### Wiring by layer, run 1

The bar under the picture is 20 um long.
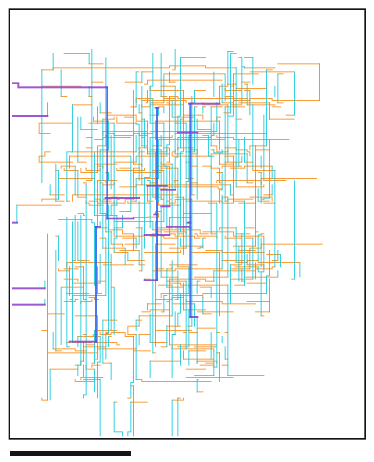
### The clock network, run 1

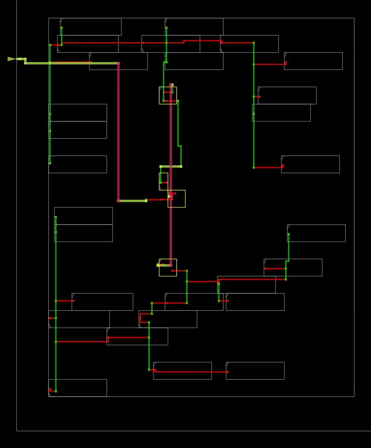
### Zoomed window, run 1

Window x 5 to 25, y 8 to 28 um. Cells in gray, sequential cells in the stronger gray; small squares are vias.
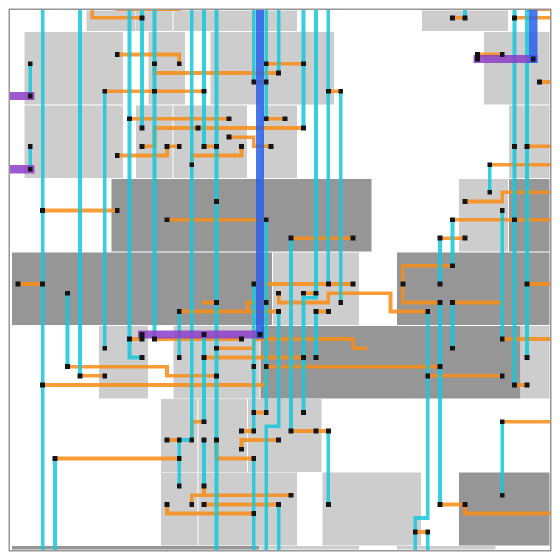
### Routed clock nets over the placement, run 1

The bar under the picture is 20 um long.
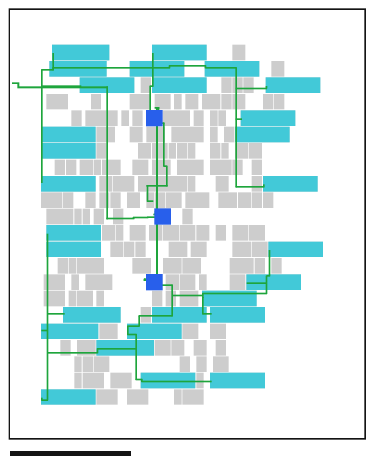
==> config.mk <==
export PLATFORM = sky130hd
export DESIGN_NAME = hps_reset_sequencer
export DESIGN_NICKNAME = d
export VERILOG_FILES = /design/src/rtl/hps_rst_seq_pkg.sv /design/src/rtl/hps_rst_sync2.sv /design/src/rtl/hps_reset_sequencer.sv
export SDC_FILE = /design/constraint.sdc
export NUM_CORES = 1
export LEC_CHECK = 0
export ABC_CLOCK_PERIOD_IN_PS = 6400
export CORE_ASPECT_RATIO = 1.25
export CORE_MARGIN = 5
export CORE_UTILIZATION = 54
export DETAILED_ROUTE_END_ITERATION = 8
export GPL_ROUTABILITY_DRIVEN = 1
export PLACE_DENSITY = 0.78
export SYNTH_ARGS = -nofsm -noshare
export SYNTH_HDL_FRONTEND = slang
export SYNTH_SLANG_ARGS = --single-unit
==> constraint.sdc <==
create_clock -name clk -period 6.4 [get_ports clk]
set_input_delay 1.28 -clock clk [delete_from_list [all_inputs] [get_ports clk]]
set_output_delay 1.28 -clock clk [all_outputs]
set_load 0.01 [all_outputs]
==> src/rtl/hps_rst_seq_pkg.sv <==
// Shared types and helpers for the HPS reset sequencer.
//   seq_state_t : sequencer FSM states
//   rst_type_t  : which reset request a sequence is driving
//   req_n_of()  : active-low request vector {cold, warm, dbg} for a type
//   pick_type() : fixed-priority arbitration, cold > warm > dbg
package hps_rst_seq_pkg;

  typedef enum logic [2:0] {
    IDLE,
    ASSERT,
    WAIT_ACK,
    WAIT_REL,
    HOLDOFF
  } seq_state_t;

  typedef enum logic [1:0] {
    NONE,
    COLD,
    WARM,
    DBG
  } rst_type_t;

  // Request vector ordering is {cold, warm, dbg}; all released = 3'b111.
  localparam logic [2:0] REQ_ALL_OFF = 3'b111;

  // One-cold encoding guarantees at most one request line is low.
  function automatic logic [2:0] req_n_of(rst_type_t t);
    logic [2:0] r;
    r = REQ_ALL_OFF;
    case (t)
      COLD:    r = 3'b011;
      WARM:    r = 3'b101;
      DBG:     r = 3'b110;
      default: r = REQ_ALL_OFF;
    endcase
    return r;
  endfunction

  function automatic rst_type_t pick_type(logic cold, logic warm, logic dbg);
    rst_type_t t;
    t = NONE;
    if (cold)      t = COLD;
    else if (warm) t = WARM;
    else if (dbg)  t = DBG;
    return t;
  endfunction

endpackage

==> src/rtl/hps_rst_sync2.sv <==
// Two-flop synchronizer for the HPS reset status line.
// Resets to 1 so a freshly reset sequencer sees "HPS out of reset" until
// the real level has propagated through both stages.
//   clk, rst : system clock, async active-high reset
//   d        : asynchronous input
//   q        : synchronized output (2 clk latency)
module hps_rst_sync2 (
  input  logic clk,
  input  logic rst,
  input  logic d,
  output logic q
);

  logic meta;

  always_ff @(posedge clk or posedge rst) begin
    if (rst) begin
      meta <= 1'b1;
      q    <= 1'b1;
    end else begin
      meta <= d;
      q    <= meta;
    end
  end

endmodule

==> src/rtl/hps_reset_sequencer.sv <==
// HPS reset sequencer.
// Turns single-cycle cold/warm/debug reset pulses into held, active-low
// fabric-to-HPS reset requests, tracks the HPS handshake on h2f_rst_n and
// enforces a guard interval before the next sequence may start.
//
// Build option: define HPS_RST_SEQ_TIMEOUT_EN to bound the handshake wait
// by ACK_TIMEOUT cycles and report expiry on the sticky timeout_err.
// Without it the handshake states wait forever and timeout_err is 0.
//
// Ports:
//   clk, rst            : system clock, async active-high reset
//   cold/warm/dbg_pulse : one-cycle reset request pulses
//   h2f_rst_n           : HPS reset status (async, low while HPS in reset)
//   f2h_*_rst_req_n     : registered active-low request lines
//   busy                : high whenever a sequence is in progress
//   timeout_err         : sticky handshake timeout flag
module hps_reset_sequencer
  import hps_rst_seq_pkg::*;
#(
  parameter int unsigned HOLD_CYCLES    = 16,
  parameter int unsigned ACK_TIMEOUT    = 1024,
  parameter int unsigned HOLDOFF_CYCLES = 64,
  parameter int unsigned CNT_W          = 16
) (
  input  logic clk,
  input  logic rst,
  input  logic cold_pulse,
  input  logic warm_pulse,
  input  logic dbg_pulse,
  input  logic h2f_rst_n,
  output logic f2h_cold_rst_req_n,
  output logic f2h_warm_rst_req_n,
  output logic f2h_dbg_rst_req_n,
  output logic busy,
  output logic timeout_err
);

  localparam logic [CNT_W-1:0] HOLD_LD    = CNT_W'(HOLD_CYCLES);
  localparam logic [CNT_W-1:0] ACK_LD     = CNT_W'(ACK_TIMEOUT);
  localparam logic [CNT_W-1:0] HOLDOFF_LD = CNT_W'(HOLDOFF_CYCLES);
  localparam logic [CNT_W-1:0] CNT_ONE    = CNT_W'(1);
  localparam logic [CNT_W-1:0] CNT_ZERO   = '0;

  logic             hps_rst_s;
  seq_state_t       state;
  logic [CNT_W-1:0] cnt;
  logic             pend_cold, pend_warm, pend_dbg;
  logic [2:0]       req_n;
  logic             busy_q;

  // In IDLE a pulse arriving this cycle is served immediately, so the
  // arbiter looks at flags OR'd with the live pulses.
  logic      any_cold, any_warm, any_dbg;
  rst_type_t nxt_type;

  assign any_cold = pend_cold | cold_pulse;
  assign any_warm = pend_warm | warm_pulse;
  assign any_dbg  = pend_dbg  | dbg_pulse;
  assign nxt_type = pick_type(any_cold, any_warm, any_dbg);

  hps_rst_sync2 u_sync (
    .clk (clk),
    .rst (rst),
    .d   (h2f_rst_n),
    .q   (hps_rst_s)
  );

`ifdef HPS_RST_SEQ_TIMEOUT_EN
  logic timeout_q;
  // The shared counter hits zero on the edge where it holds 1.
  logic ack_expired;
  assign ack_expired = (cnt == CNT_ONE);
`endif

  always_ff @(posedge clk or posedge rst) begin
    if (rst) begin
      state     <= IDLE;
      cnt       <= CNT_ZERO;
      pend_cold <= 1'b0;
      pend_warm <= 1'b0;
      pend_dbg  <= 1'b0;
      req_n     <= REQ_ALL_OFF;
      busy_q    <= 1'b0;
`ifdef HPS_RST_SEQ_TIMEOUT_EN
      timeout_q <= 1'b0;
`endif
    end else begin
      // Pulses are never dropped: they accumulate in every state and are
      // only cleared when a sequence of the matching type starts.
      pend_cold <= any_cold;
      pend_warm <= any_warm;
      pend_dbg  <= any_dbg;

      case (state)
        IDLE: begin
          if (nxt_type != NONE) begin
            state  <= ASSERT;
            cnt    <= HOLD_LD;
            req_n  <= req_n_of(nxt_type);
            busy_q <= 1'b1;
            case (nxt_type)
              // A cold reset subsumes warm and debug requests.
              COLD: begin
                pend_cold <= 1'b0;
                pend_warm <= 1'b0;
                pend_dbg  <= 1'b0;
              end
              WARM:    pend_warm <= 1'b0;
              DBG:     pend_dbg  <= 1'b0;
              default: ;
            endcase
          end
        end

        ASSERT: begin
          if (cnt == CNT_ONE) begin
            state <= WAIT_ACK;
            cnt   <= ACK_LD;
            req_n <= REQ_ALL_OFF;
          end else begin
            cnt <= cnt - 1'b1;
          end
        end

        // The timeout budget spans both handshake states and is not
        // reloaded on the WAIT_ACK -> WAIT_REL step; expiry wins over a
        // simultaneous handshake edge.
        WAIT_ACK: begin
`ifdef HPS_RST_SEQ_TIMEOUT_EN
          if (ack_expired) begin
            timeout_q <= 1'b1;
            state     <= HOLDOFF;
            cnt       <= HOLDOFF_LD;
          end else begin
            cnt <= cnt - 1'b1;
            if (!hps_rst_s) state <= WAIT_REL;
          end
`else
          if (!hps_rst_s) state <= WAIT_REL;
`endif
        end

        WAIT_REL: begin
`ifdef HPS_RST_SEQ_TIMEOUT_EN
          if (ack_expired) begin
            timeout_q <= 1'b1;
            state     <= HOLDOFF;
            cnt       <= HOLDOFF_LD;
          end else if (hps_rst_s) begin
            state <= HOLDOFF;
            cnt   <= HOLDOFF_LD;
          end else begin
            cnt <= cnt - 1'b1;
          end
`else
          if (hps_rst_s) begin
            state <= HOLDOFF;
            cnt   <= HOLDOFF_LD;
          end
`endif
        end

        // Counts HOLDOFF_CYCLES down to 0 inclusive, so a zero guard still
        // spends one cycle here.
        HOLDOFF: begin
          if (cnt == CNT_ZERO) begin
            state  <= IDLE;
            busy_q <= 1'b0;
          end else begin
            cnt <= cnt - 1'b1;
          end
        end

        default: begin
          state  <= IDLE;
          req_n  <= REQ_ALL_OFF;
          busy_q <= 1'b0;
        end
      endcase
    end
  end

  assign f2h_cold_rst_req_n = req_n[2];
  assign f2h_warm_rst_req_n = req_n[1];
  assign f2h_dbg_rst_req_n  = req_n[0];
  assign busy               = busy_q;

`ifdef HPS_RST_SEQ_TIMEOUT_EN
  assign timeout_err = timeout_q;
`else
  assign timeout_err = 1'b0;
`endif

endmodule
==> summary.txt, run 1 <==
run status: finished, final reports clean
Seq. pwr: 0.310 mW
final setup margin: 2.549 ns
Seq area share: 40.88%
CTS root buf: clkbuf_4
biggest area cells: dfrtp_1 (36%), dfstp_2 (8.2%), a21oi_1 (5.3%)
Pint: 0.4096 mW
Cell Type Count: 46
Basic Gates by Area: 24.16%
FF+latch area: 706.9 um2
Tapcells: 36
Top Metal Used: met4
area fraction in xor and xnor cells: 0.5456%
mux share: 0.6235%
mapped cell area: 1605 um2
layout cells sized above 1: 14.86%
chip area: 4170 um2
Hold Path Stages: 0
buffers outside the clock class: 9
Synth area leader: dfrtp_1
maximum vdd drop: 0.0002321 V
# diodes: 0
drt wl/cell: 15.52 um
gr busiest metal: met2
vias in the first global route: 1,288
worst reg2reg setup slack: 3.57 ns
met3 wire len: 74 um
Setup crit end: cnt[14]
Pleak: 0.6883 nW
synthesized area per cell: 9.555 um2
CP max FO: 7
DR vias: 1,317
Core Area: 2890 um2
Die Ht: 70.96 um
crit path DRT: 6.66 ns
clock-pin transition on the worst setup and hold timing paths: 0.14 ns
top cell category: logic gates
r2r worst-path depth: 8
Critical path buffers and inverters: 2
Post-Syn Instances: 168
RSZ-0062 raised after global routing: no
flop count: 28
Final Hold Vio Count: 0
Largest Register: cnt
Die W: 58.77 um
clk tree area frac: 1.520%
initial antenna violation count: 0
placed cells: 207
Critical Path Stages: 10
count of library flops with an enable pin: 0
FF-to-FF End: cnt[14]
Non-Filler Instances: 211
Hold Startpoint: u_sync.meta
Final Cell Area: 1729 um2
critical path type: input port to flip-flop
DR vias/cell: 6.242
fraction of area in multi-input gates: 48.26%
P_comb: 0.305 mW
drt total wl: 3275 um
post-CTS setup buffer count: 0
Synthesized registers: 28
standard-cell rows: 22
CP cell instances: clkdlybuf4s50_1 -> nor2_1 -> o31ai_1 -> inv_1 -> ha_1 -> or3b_2 -> nand3_1 -> or3b_2 -> or4_2 -> a21oi_1
Tcrit/Tclk final: 60.17%
placed cell area: 1703 um2
Log Warnings: 29
area share, top type: 35.85%
met1 Use GR: 20.23%
Most used DFF post-synth: dfrtp_1
yosys synthesis chip area: 1605 um2
area share of fa/ha/maj cells after synthesis: 3.897%
Tmin final: 3.851 ns
-- 'Wiring by layer' (at the start) --
color	layer	wire length
purple	M3	75.0 um
cyan	M2	1,730 um
orange	M1	1,370 um
blue	M4	105 um

-- 'The clock network' (at the start) --
CTS Buf Count: 3
CLK BUF: 4

-- 'Zoomed window' (at the start) --
color	layer
blue	M4
purple	M3
cyan	M2
orange	M1
cells with their middle in the window	23
most frequent	nor2_1 (4), clkdlybuf4s50_1 (4), dfstp_2 (3)
sequential cells in the window	4
netlist names of flops here include	req_n (3), cnt (1)

-- 'Routed clock nets over the placement' (at the start) --
[blue] clock-net drivers | count: 3
[cyan] flip-flops | count: 28
[green] clock wires | length: 326 um
routed clock nets	4
clock power share: 10.8%
Clk. pwr: 0.0748 mW
Max Clock Skew: 0.005270 ns
clk_lat worst skew: 0.33 ns

### Sequential cells colored by netlist name, run 1

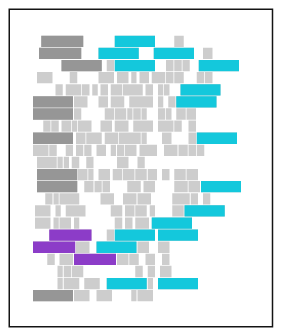

==> inputs of run 2 (changes only) <==
- ABC_CLOCK_PERIOD_IN_PS: 6400 -> 4000
- clock period: 6.4 -> 4 ns (I/O delays scaled with it)
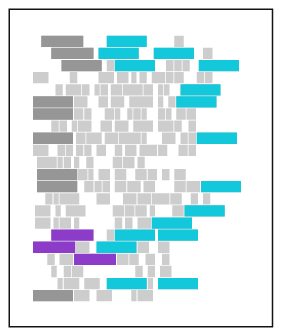
*Sequential cells colored by netlist name, run 2*
color	name in the netlist	placed flops
cyan	cnt	16
purple	req_n	3

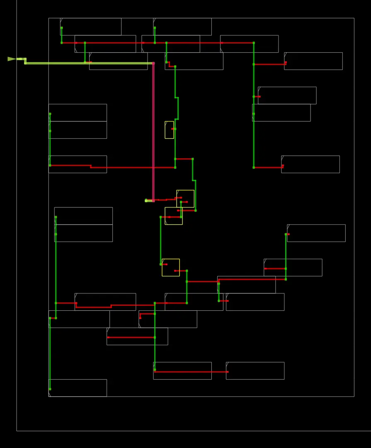
*The clock network, run 2*
Clk. pwr: 0.118 mW
clock sinks: 28
Max Clock Skew: 0.01184 ns
flop count: 28

==> run 2 against run 1 <==
  * Core utilization unchanged
  * Critical path type unchanged
  * Die area unchanged
  * Global-route usage down 0.074 points
  * Worst setup slack worse by 1.9 ns
==> summary.txt, run 2 <==
CP cell instances: clkdlybuf4s50_1 -> nor2_1 -> o31ai_1 -> inv_1 -> ha_1 -> or3b_2 -> nand3_1 -> or3b_2 -> or4_2 -> a21oi_1
CTS Buf Count: 3
# diodes: 0
maximum vdd drop: 0.0003057 V
buffers outside the clock class: 9
Largest Register: cnt
Non-Filler Instances: 211
run status: finished, final reports clean
clock-pin transition on the worst setup and hold timing paths: 0.15 ns
yosys synthesis chip area: 1605 um2
crit path DRT: 4.24 ns
count of library flops with an enable pin: 0
clk_lat worst skew: 0.32 ns
Die Ht: 70.96 um
met1 Use GR: 21.16%
CLK BUF: 4
Pint: 0.6554 mW
top cell category: logic gates
met3 wire len: 91 um
clk tree area frac: 1.520%
DR vias: 1,328
mapped cell area: 1605 um2
FF+latch area: 706.9 um2
Tcrit/Tclk final: 84.92%
Seq. pwr: 0.496 mW
Final Cell Area: 1729 um2
FF-to-FF End: cnt[14]
Tmin final: 3.397 ns
Cell Type Count: 46
critical path type: input port to flip-flop
Seq area share: 40.88%
Synthesized registers: 28
post-CTS setup buffer count: 0
initial antenna violation count: 0
Synth area leader: dfrtp_1
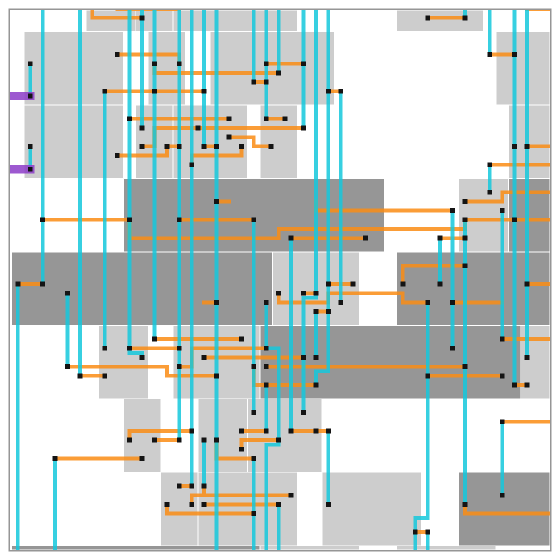
*Zoomed window, run 2*
Window x 5 to 25, y 8 to 28 um. Cells in gray, sequential cells in the stronger gray; small squares are vias.
color	layer
orange	M1
purple	M3
cyan	M2
cells with their middle in the window	23
sequential cells in the window	4
most frequent	nor2_1 (4), clkdlybuf4s50_1 (4), dfstp_2 (3)
netlist names of flops here include	req_n (3), cnt (1)

### Wiring by layer, run 2

The bar under the picture is 20 um long.
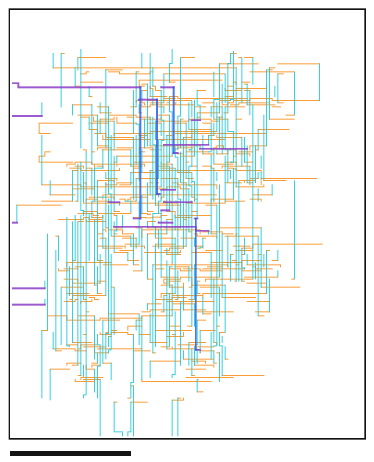

==> inputs of run 3 (changes only) <==
- ABC_CLOCK_PERIOD_IN_PS: 4000 -> 3450
- clock period: 4 -> 3.45 ns (I/O delays scaled with it)
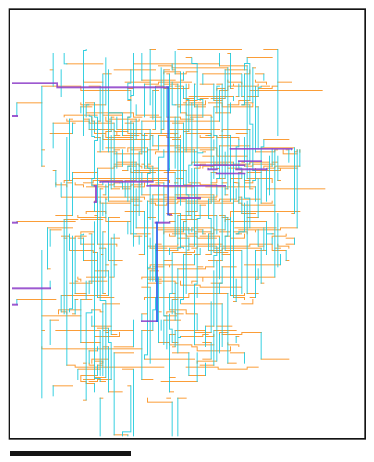
*Wiring by layer, run 3*
The bar under the picture is 20 um long.
Total GRT Usage: 18.00%
drt total wl: 3436 um
drt wl/cell: 15.98 um

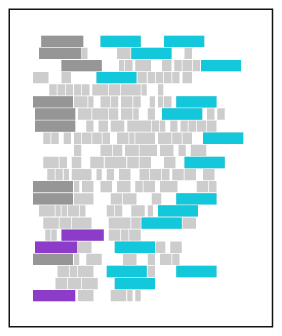
*Sequential cells colored by netlist name, run 3*
Seq area share: 39.96%
Seq. pwr: 0.579 mW
FF+latch area: 706.9 um2

==> run 3 against run 2 <==
  * Clock skew grew 0.0011 ns
  * Clock-buffer cell count is the same
  * Non-clock buffer count grew 4
  * Register-to-register slack lost 0.51 ns
  * Sequential share of layout area shrank 0.93 points
  * Area after synthesis is the same
  * Combinational power grew about 20%
  * Cell area grew 2.3%
  * Highest routed layer unchanged
  * Die area is the same
  * Synthesized cell count is the same
==> summary.txt, run 3 <==
DR vias: 1,345
crit path DRT: 3.70 ns
Max Cap Violations: 0
Synthesized registers: 28
Pleak: 0.7132 nW
Hold-fix buffers, CTS: 0
flop count: 28
Most used DFF post-synth: dfrtp_1
clk tree area frac: 2.051%
Synth area leader: dfrtp_1
P_comb: 0.588 mW
initial antenna violation count: 0
placed cell area: 1733 um2
Post-Syn Instances: 168
Top pwr grp: combinational cells
clock sinks: 28
CTS root buf: clkbuf_4
Largest Register: cnt
Setup crit end: cnt[14]
top cell category: logic gates
count of library flops with an enable pin: 0
clock-pin transition on the worst setup and hold timing paths: 0.15 ns
Non-Filler Instances: 215
max reg flops: 16
Core Area: 2890 um2
layout cells sized above 1: 17.32%
final setup margin: 0.4067 ns
mux share: 0.6235%
yosys synthesis chip area: 1605 um2
synthesized area per cell: 9.555 um2
maximum vdd drop: 0.0004766 V
CP max FO: 5
buffers outside the clock class: 13
WHS: 0.3699 ns
Hold Path Stages: 0
worst reg2reg setup slack: 0.65 ns
Hold Startpoint: u_sync.meta
critical path's largest stage delay: 0.55 ns
chip area: 4170 um2
area fraction in xor and xnor cells: 0.5456%
met1 Use GR: 23.15%
area share, top type: 35.85%
run status: finished, final reports clean
standard-cell rows: 22
Tmin final: 3.043 ns
Die Ht: 70.96 um
DRT Pass-1 Iters: 4
fraction of area in multi-input gates: 47.17%
Tcrit/Tclk final: 88.21%
Pint: 0.7947 mW
clk_lat worst skew: 0.33 ns
critical path type: input port to flip-flop
Critical path buffers and inverters: 2
Top Metal Used: met4
Cell Type Count: 46
post-CTS setup buffer count: 0
DR vias/cell: 6.256
CLK BUF: 4
vias in the first global route: 1,354
area share of fa/ha/maj cells after synthesis: 3.897%
syn nets: 179
Max Clock Skew: 0.01297 ns
CTS Buf Count: 3
RSZ-0062 raised after global routing: no
mapped cell area: 1605 um2
Die W: 58.77 um
CP cell instances: clkdlybuf4s50_1 -> nor2_1 -> o31ai_1 -> inv_1 -> ha_1 -> or3b_2 -> nand3_1 -> or3b_2 -> or4_2 -> a21oi_1
Log Warnings: 29
FF-to-FF End: cnt[12]
gr busiest metal: met2
Final Hold Vio Count: 0
biggest area cells: dfrtp_1 (36%), dfstp_2 (8.2%), a21oi_1 (5.3%)
Final Cell Area: 1769 um2
# diodes: 0
Tapcells: 36
placed cells: 211
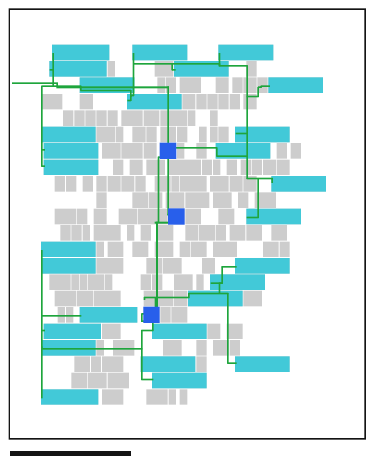
*Routed clock nets over the placement, run 3*
The bar under the picture is 20 um long.
[cyan] flip-flops | count: 28
[green] clock wires | length: 308 um
[blue] clock-net drivers | count: 3
routed clock nets	4
Clk. pwr: 0.158 mW
clock power share: 11.9%

Power is estimated from default activity; no workload was simulated.
